<file path="config.mk">
export PLATFORM = sky130hd
export DESIGN_NAME = time_set_input
export DESIGN_NICKNAME = d
export VERILOG_FILES = /design/src/rtl/time_set_input.sv
export SDC_FILE = /design/constraint.sdc
export NUM_CORES = 1
export LEC_CHECK = 0
export CORE_MARGIN = 2
export CORE_UTILIZATION = 50
export DETAILED_ROUTE_END_ITERATION = 8
export HOLD_SLACK_MARGIN = 0.06
export PLACE_DENSITY = 0.7
export SLEW_MARGIN = 15
export SYNTH_ARGS = -nofsm -noshare
export SYNTH_HDL_FRONTEND = slang
export SYNTH_SLANG_ARGS = --single-unit
</file>
<file path="constraint.sdc">
create_clock -name clk -period 1.95 [get_ports clk]
set_input_delay 0.39 -clock clk [delete_from_list [all_inputs] [get_ports clk]]
set_output_delay 0.39 -clock clk [all_outputs]
set_load 0.01 [all_outputs]
</file>
<file path="src/rtl/time_set_input.sv">
// time_set_input: synchronizes/debounces the time-set controls and turns QD presses into hour/minute increment pulses with auto-repeat.
module time_set_input #(
    parameter int DEBOUNCE_CYC  = 20,
    parameter int REPEAT_DELAY  = 500,
    parameter int REPEAT_PERIOD = 100,
    parameter int CNT_W         = 16
) (
    input  logic clk,
    input  logic rst_n,
    input  logic K0,
    input  logic K1,
    input  logic K2,
    input  logic QD,
    output logic hour_inc,
    output logic min_inc,
    output logic qd_clean,
    output logic adj_active
);
    typedef enum logic [1:0] {IDLE, HOLD, REPEAT, LOCKOUT} state_t;
    state_t state, state_n;
    logic [1:0] k0_r, k1_r, k2_r, qd_r;
    logic k0_s, k1_s, k2_s, qd_s;
    logic [CNT_W-1:0] deb_cnt, rpt_cnt, rpt_n;
    logic qd_clean_d, press, fire;
    assign k0_s = k0_r[1];
    assign k1_s = k1_r[1];
    assign k2_s = k2_r[1];
    assign qd_s = qd_r[1];
    always_ff @(posedge clk or negedge rst_n) begin
        if (!rst_n) begin
            k0_r       <= '0;
            k1_r       <= '0;
            k2_r       <= '0;
            qd_r       <= '0;
            deb_cnt    <= '0;
            qd_clean   <= 1'b0;
            qd_clean_d <= 1'b0;
            press      <= 1'b0;
            state      <= IDLE;
            rpt_cnt    <= '0;
            hour_inc   <= 1'b0;
            min_inc    <= 1'b0;
            adj_active <= 1'b0;
        end else begin
            k0_r <= {k0_r[0], K0};
            k1_r <= {k1_r[0], K1};
            k2_r <= {k2_r[0], K2};
            qd_r <= {qd_r[0], QD};
            // any matching sample throws away debounce progress
            if (qd_s == qd_clean) deb_cnt <= '0;
            else if (deb_cnt == CNT_W'(DEBOUNCE_CYC - 1)) begin
                deb_cnt  <= '0;
                qd_clean <= ~qd_clean;
            end else deb_cnt <= deb_cnt + 1'b1;
            qd_clean_d <= qd_clean;
            press      <= qd_clean & ~qd_clean_d;
            state      <= state_n;
            rpt_cnt    <= rpt_n;
            hour_inc   <= fire & k1_s;
            min_inc    <= fire & ~k1_s & k2_s;
            adj_active <= k0_s;
        end
    end
    always_comb begin
        state_n = state;
        rpt_n   = rpt_cnt;
        fire    = 1'b0;
        unique case (state)
            IDLE: begin
                if (press && k0_s) begin
                    fire    = 1'b1;
                    state_n = HOLD;
                    rpt_n   = CNT_W'(REPEAT_DELAY - 1);
                end else if (!k0_s && qd_clean) state_n = LOCKOUT;
            end
            HOLD, REPEAT: begin
                if (!qd_clean) state_n = IDLE;
                else if (!k0_s) state_n = LOCKOUT;
                else if (rpt_cnt == '0) begin
                    fire    = 1'b1;
                    state_n = REPEAT;
                    rpt_n   = CNT_W'(REPEAT_PERIOD - 1);
                end else rpt_n = rpt_cnt - 1'b1;
            end
            LOCKOUT: state_n = qd_clean ? LOCKOUT : IDLE;
        endcase
    end
endmodule

</file>
==> flow_metrics.env, run 1 <==
# source this file to load flow results
export IMPL_worstSetupStartpointType="flip-flop"
export IMPL_syn_mean_instance_area_um2=10.5
export IMPL_clk_latency_ns=0.29
export IMPL_first_iter_violations=87
export IMPL_startpoint="state[1]"
export IMPL_yosys_area_mm2=0.00239
export IMPL_logic_area_mm2=0.00117
export IMPL_lay_top_cells="dfrtp_1 (48), nor2_1 (27), nand2_1 (21), a21oi_1 (12), o21ai_0 (11)"
export IMPL_post_synth_top_area_cell="dfrtp_1"
export IMPL_comb_cells=169
export IMPL_utilization_pct=58.6
export IMPL_cts_made_buffers=5
export IMPL_final_hold_violation_count=0
export IMPL_ys_flop_type="dfrtp_1"
export IMPL_dpl_cell_count=295
export IMPL_die_area_mm2=0.00536
export IMPL_internal_power_mw=1.77
export IMPL_antenna_diode_count=0
export IMPL_final_common_cell="dfrtp_1"
export IMPL_worst_path_stages=6
export IMPL_antenna_left=0
export IMPL_cp_end_kind="flip-flop"
export IMPL_status="finished clean"
export IMPL_grt_use_met2_pct=25.9
export IMPL_tool_warnings=30
export IMPL_ir_drop_v=0.000760
export IMPL_rrSetupSlack_ns=0.11
export IMPL_die_h_um=73.2
export IMPL_wl_mm=4.38
export IMPL_nonClkBufAreaFrac_pct=5.87
export IMPL_pin_count=10
export IMPL_drive_gt1_share_pct=16.2
export IMPL_met1_length_mm=2.19
export IMPL_fin_ws_ns=0.109
export IMPL_hp_class="input pin to async pin"
export IMPL_comb_share_pct=43.0
export IMPL_netlist_cell_type_count=55
export IMPL_yosysMostFrequentCell="dfrtp_1"
export IMPL_common_cells="dfrtp_1 (48), nor2_1 (27), nand2_1 (22)"
export IMPL_p_sw_share_pct=34.9
export IMPL_slew_headroom_pct=60.5
export IMPL_use_met3_pct=3.18
export IMPL_setup_viol=0
export IMPL_top_usage_layer="met1"
==> run 1: power by group through the flow <==
stage | Sequential [mW] | Clock, mW | Combinational [mW]
floorplan | 1.25 | 0 | 0.623
global placement | 1.28 | 0 | 0.770
detailed placement | 1.29 | 0 | 0.793
CTS | 1.27 | 0.619 | 0.798
global route | 1.29 | 0.655 | 0.952
finish | 1.27 | 0.598 | 0.849
==> run 1: cells by family after synthesis <==
logic type / after synthesis / synth area share, %
adders and majority gates: 7 / 3.66
xor gates and xnor gates: 15 / 5.49
muxes: 3 / 1.51
buffers and inverters: 12 / 2.30
and+or+nand+nor: 103 / 26.0
AOI/OAI and AO/OA: 41 / 10.9
DFF: 48 / 50.2
**Run 1: signal wires on met1**

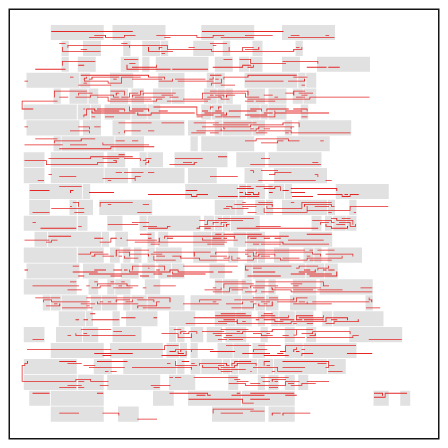
longest straight run: 17.0 µm
main direction: horizontal
share of all routed wire: 50%

**Run 1: the metal 2 layer**

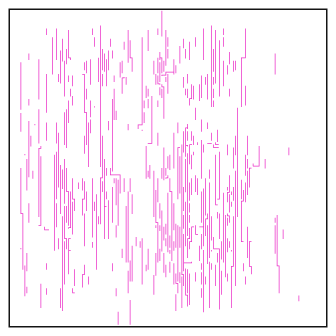
share of all routed wire: 45%
nets with wire on the layer: 219
wire length on this layer: 1980 µm
main direction: vertical

**Run 1: M3 wires**

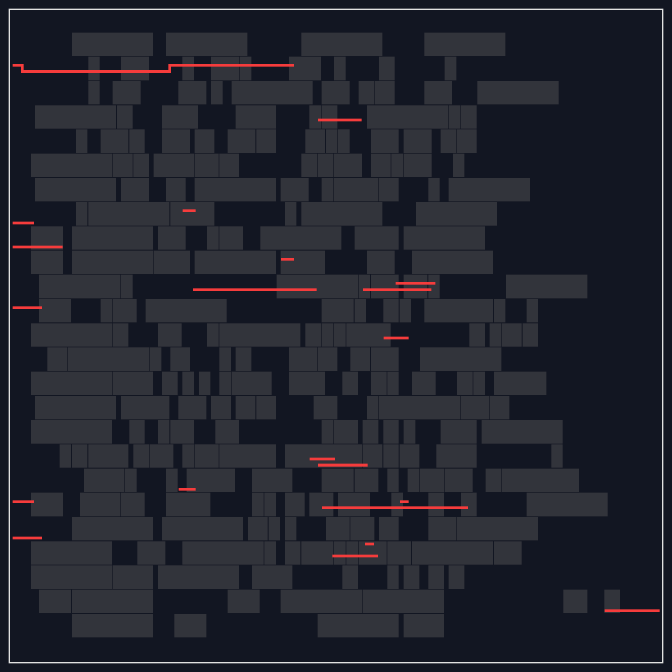
nets with wire on the layer: 15
share of all routed wire: 2.7%
wire length on this layer: 120 µm
main direction: horizontal
longest straight run: 16.6 µm

**Run 1: sequential cells coloured by netlist name**

Bar = 20 µm.
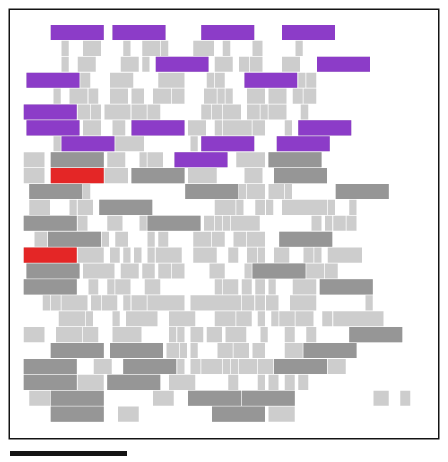

--- run 2 (diff from run 1) ---
Settings changed: ABC_CLOCK_PERIOD_IN_PS set to 1950, GPL_TIMING_DRIVEN set to 0, SETUP_SLACK_MARGIN set to 0.2.
**Run 2: sequential cells coloured by netlist name**

Bar = 20 µm.
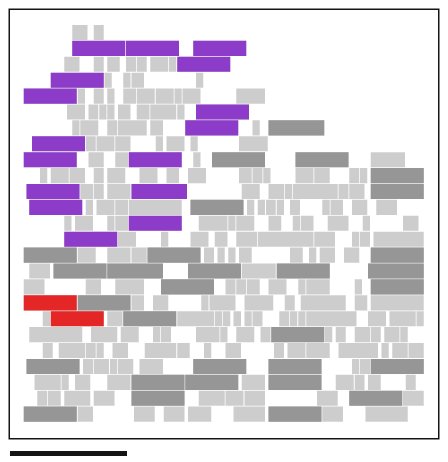
| name in the netlist | colour | flops |
|---|---|---|
| deb_cnt | purple | 16 |
| k0_r | red | 2 |
Reg area: 0.00121 mm²
Seq area share: 40.8%
P_seq: 1.28 mW

**Run 2: routing congestion**

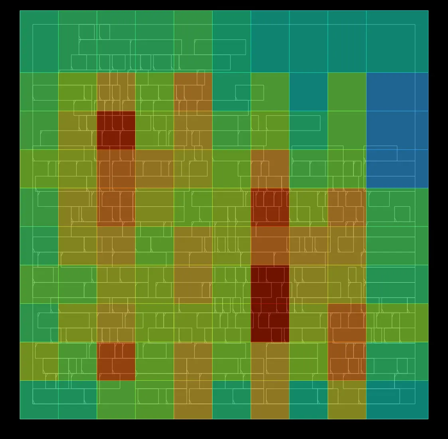
Finished Core Util: 63.4%
M3 GR Usage: 4.14%
total global-route track usage: 18.3%

==> run 2 against run 1 <==
- synthesized cell count unchanged
- critical path type unchanged
- total power increased by 13%
- critical endpoint is now rpt_cnt[10]
- final cell count is 3.9% higher
- area after synthesis stayed put
- combinational power grew 41%
- clock skew increased by 0.0030 ns
==> flow_metrics.env, run 2 <==
# source this file to load flow results
export IMPL_comb_power_mw=1.20
export IMPL_netlist_cell_type_count=55
export IMPL_grt_use_met2_pct=28.1
export IMPL_cts_made_buffers=5
export IMPL_top_power_group="sequential cells"
export IMPL_worstSetupStartpointType="flip-flop"
export IMPL_top_logic_kind="simple AND/OR/NAND/NOR gates"
export IMPL_tool_warnings=32
export IMPL_lay_top_cells="dfrtp_1 (44), nor2_1 (27), nand2_1 (18), buf_4 (16), a21oi_1 (11)"
export IMPL_top_usage_layer="met2"
export IMPL_ys_ff=48
export IMPL_die_h_um=73.2
export IMPL_logic_area_mm2=0.00127
export IMPL_power_clock_mw=0.607
export IMPL_vias=1766
export IMPL_yosys_area_mm2=0.00239
export IMPL_worst_path_stages=8
export IMPL_final_hold_violation_count=0
export IMPL_fin_ws_ns=0.178
export IMPL_antenna_diode_count=0
export IMPL_post_synth_top_area_cell="dfrtp_1"
export IMPL_startpoint="rpt_cnt[1]"
export IMPL_criticalPathCategory="flip-flop to flip-flop"
export IMPL_cp_end_kind="flip-flop"
export IMPL_pin_count=10
export IMPL_ys_sh_adder_pct=3.66
export IMPL_die_area_mm2=0.00536
export IMPL_mux_share_pct=1.52
export IMPL_rrSetupSlack_ns=0.18
export IMPL_slew_headroom_pct=73.2
export IMPL_drive_gt1_share_pct=26.4
export IMPL_reg2reg_depth=8
export IMPL_ir_drop_v=0.000824
export IMPL_synth_xor_area_share_pct=5.49
export IMPL_antenna_left=0
export IMPL_setup_viol=0
export IMPL_yosysMostFrequentCell="dfrtp_1"
export IMPL_grt_pass1_vias=1681
export IMPL_worstSetupEndpoint="rpt_cnt[10]"
export IMPL_dpl_cell_count=293
export IMPL_ys_sh_simple_pct=26.0
export IMPL_first_iter_violations=98
export IMPL_final_common_cell="dfrtp_1"
export IMPL_syn_mean_instance_area_um2=10.5
export IMPL_status="finished clean"
export IMPL_common_cells="dfrtp_1 (48), nor2_1 (27), nand2_1 (22)"
export IMPL_clk_latency_ns=0.30
export IMPL_hp_class="flip-flop to flip-flop"
export IMPL_ys_flop_type="dfrtp_1"
-- run 2: per-stage QoR --
step / utilization [%] / power (mW)
after global routing: 63.4 / 3.28
after detailed placement: 55.5 / 2.14
after floorplan: - / 1.92
final: 63.4 / 3.09
after global placement: 55.1 / 2.12
after CTS: 59.7 / 2.91
-- run 2: final cells by class --
type                    instances  share of cell area (%)
flip-flops and latches         48                    40.8
clock buffers                   7                    2.92
multi-input cells             169                    43.1
inverters                       9                    1.14
clock inverters                 1                   0.254
well taps                      54                    2.29
plain buffers                   3                    1.14
repair buffers                 28                    8.34
-- run 2: layer usage --
metal  wire [µm]  vias to the layer above
li1            -                      886
met1        2250                      859
met2        2250                       13
met3          90                        8
met4          77                        0
met5           0                        -
**Run 2: M3 wires**

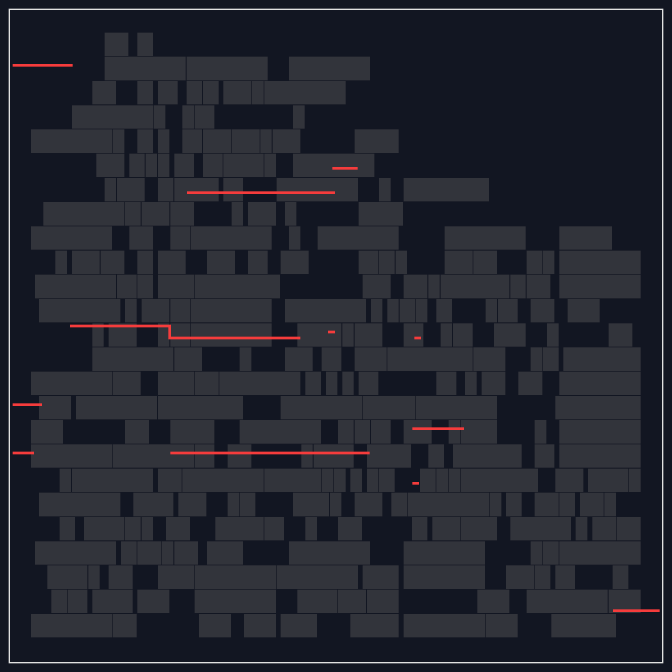

--- run 3 (diff from run 2) ---
Settings changed: RECOVER_POWER set to 100.
**Run 3: M3 wires**

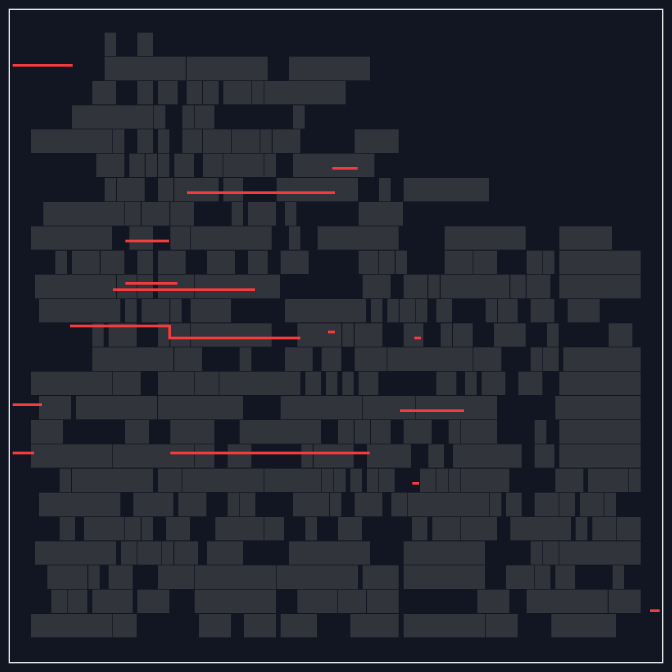
nets with wire on the layer: 10
longest straight run: 22.1 µm
main direction: horizontal
via count: 1771
Routed WL: 4.66 mm

==> run 3 against run 2 <==
- total power shrank 0.62%
- first-iteration DRC count is 12% lower
- register-to-register slack worse by 0.02 ns
- via count up 0.28%
- synthesized cell count unchanged
- fmax is 1.3% lower
- utilization shrank 0.64 points
- critical path depth unchanged
- final area fell by 1.0%
- area after synthesis is the same
- worst setup slack worse by 0.024 ns
==> flow_metrics.env, run 3 <==
# source this file to load flow results
export IMPL_netlist_cell_type_count=55
export IMPL_antenna_left=0
export IMPL_ys_sh_simple_pct=26.0
export IMPL_comb_share_pct=42.7
export IMPL_grt_pass1_vias=1681
export IMPL_comb_cells=169
export IMPL_fin_ws_ns=0.154
export IMPL_die_area_mm2=0.00536
export IMPL_slew_headroom_pct=35.7
export IMPL_dr_wl_met2_mm=2.25
export IMPL_die_h_um=73.2
export IMPL_final_common_cell="dfrtp_1"
export IMPL_met1_length_mm=2.22
export IMPL_dpl_cell_count=293
export IMPL_n_all_buffers=31
export IMPL_final_hold_violation_count=0
export IMPL_tap_cells=54
export IMPL_cp_end_kind="flip-flop"
export IMPL_status="finished clean"
export IMPL_top_logic_kind="simple AND/OR/NAND/NOR gates"
export IMPL_inverters=9
export IMPL_use_met3_pct=4.14
export IMPL_logic_area_mm2=0.00125
export IMPL_post_synth_top_area_cell="dfrtp_1"
export IMPL_comb_power_mw=1.19
export IMPL_sequential_cell_area_mm2=0.00121
export IMPL_worstSetupStartpointType="flip-flop"
export IMPL_cts_made_buffers=5
export IMPL_mux_share_pct=1.52
export IMPL_pin_count=10
**Run 3: routing congestion**

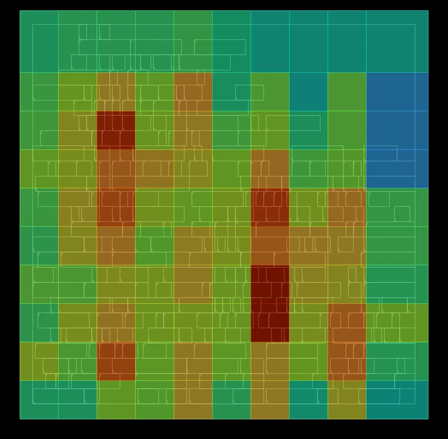
busiest grt layer: met2
average wire per standard cell: 14.6 µm
met2 Resource Use GR: 28.1%
Finished Core Util: 62.8%

## run 3: cell counts after synthesis
No cell type changed its count.
## run 3: path summary, 6_finish.rpt
path	end	start	depth (start not counted)	slack [ns]
worst max-delay path	rpt_cnt[10]	rpt_cnt[0]	8	0.15
worst min-delay path	k1_r[1]	k1_r[0]	0	0.34
worst max register to register	rpt_cnt[10]	rpt_cnt[0]	8	0.15
worst min register to register	k1_r[1]	k1_r[0]	0	0.34
max in group asynchronous	qd_clean	rst_n	3	0.50
min in group asynchronous	rpt_cnt[0]	rst_n	2	0.75
## run 3: repair_timing
action | CTS | global route
pin swaps | 5 | 12
hold buffers | 1 | 0
gates resized | 13 | 24
endpoints found under the hold margin | 16 | 0
setup endpoints to repair | 28 | 26
setup buffers | 8 | 9
Power is estimated from default activity; no workload was simulated.
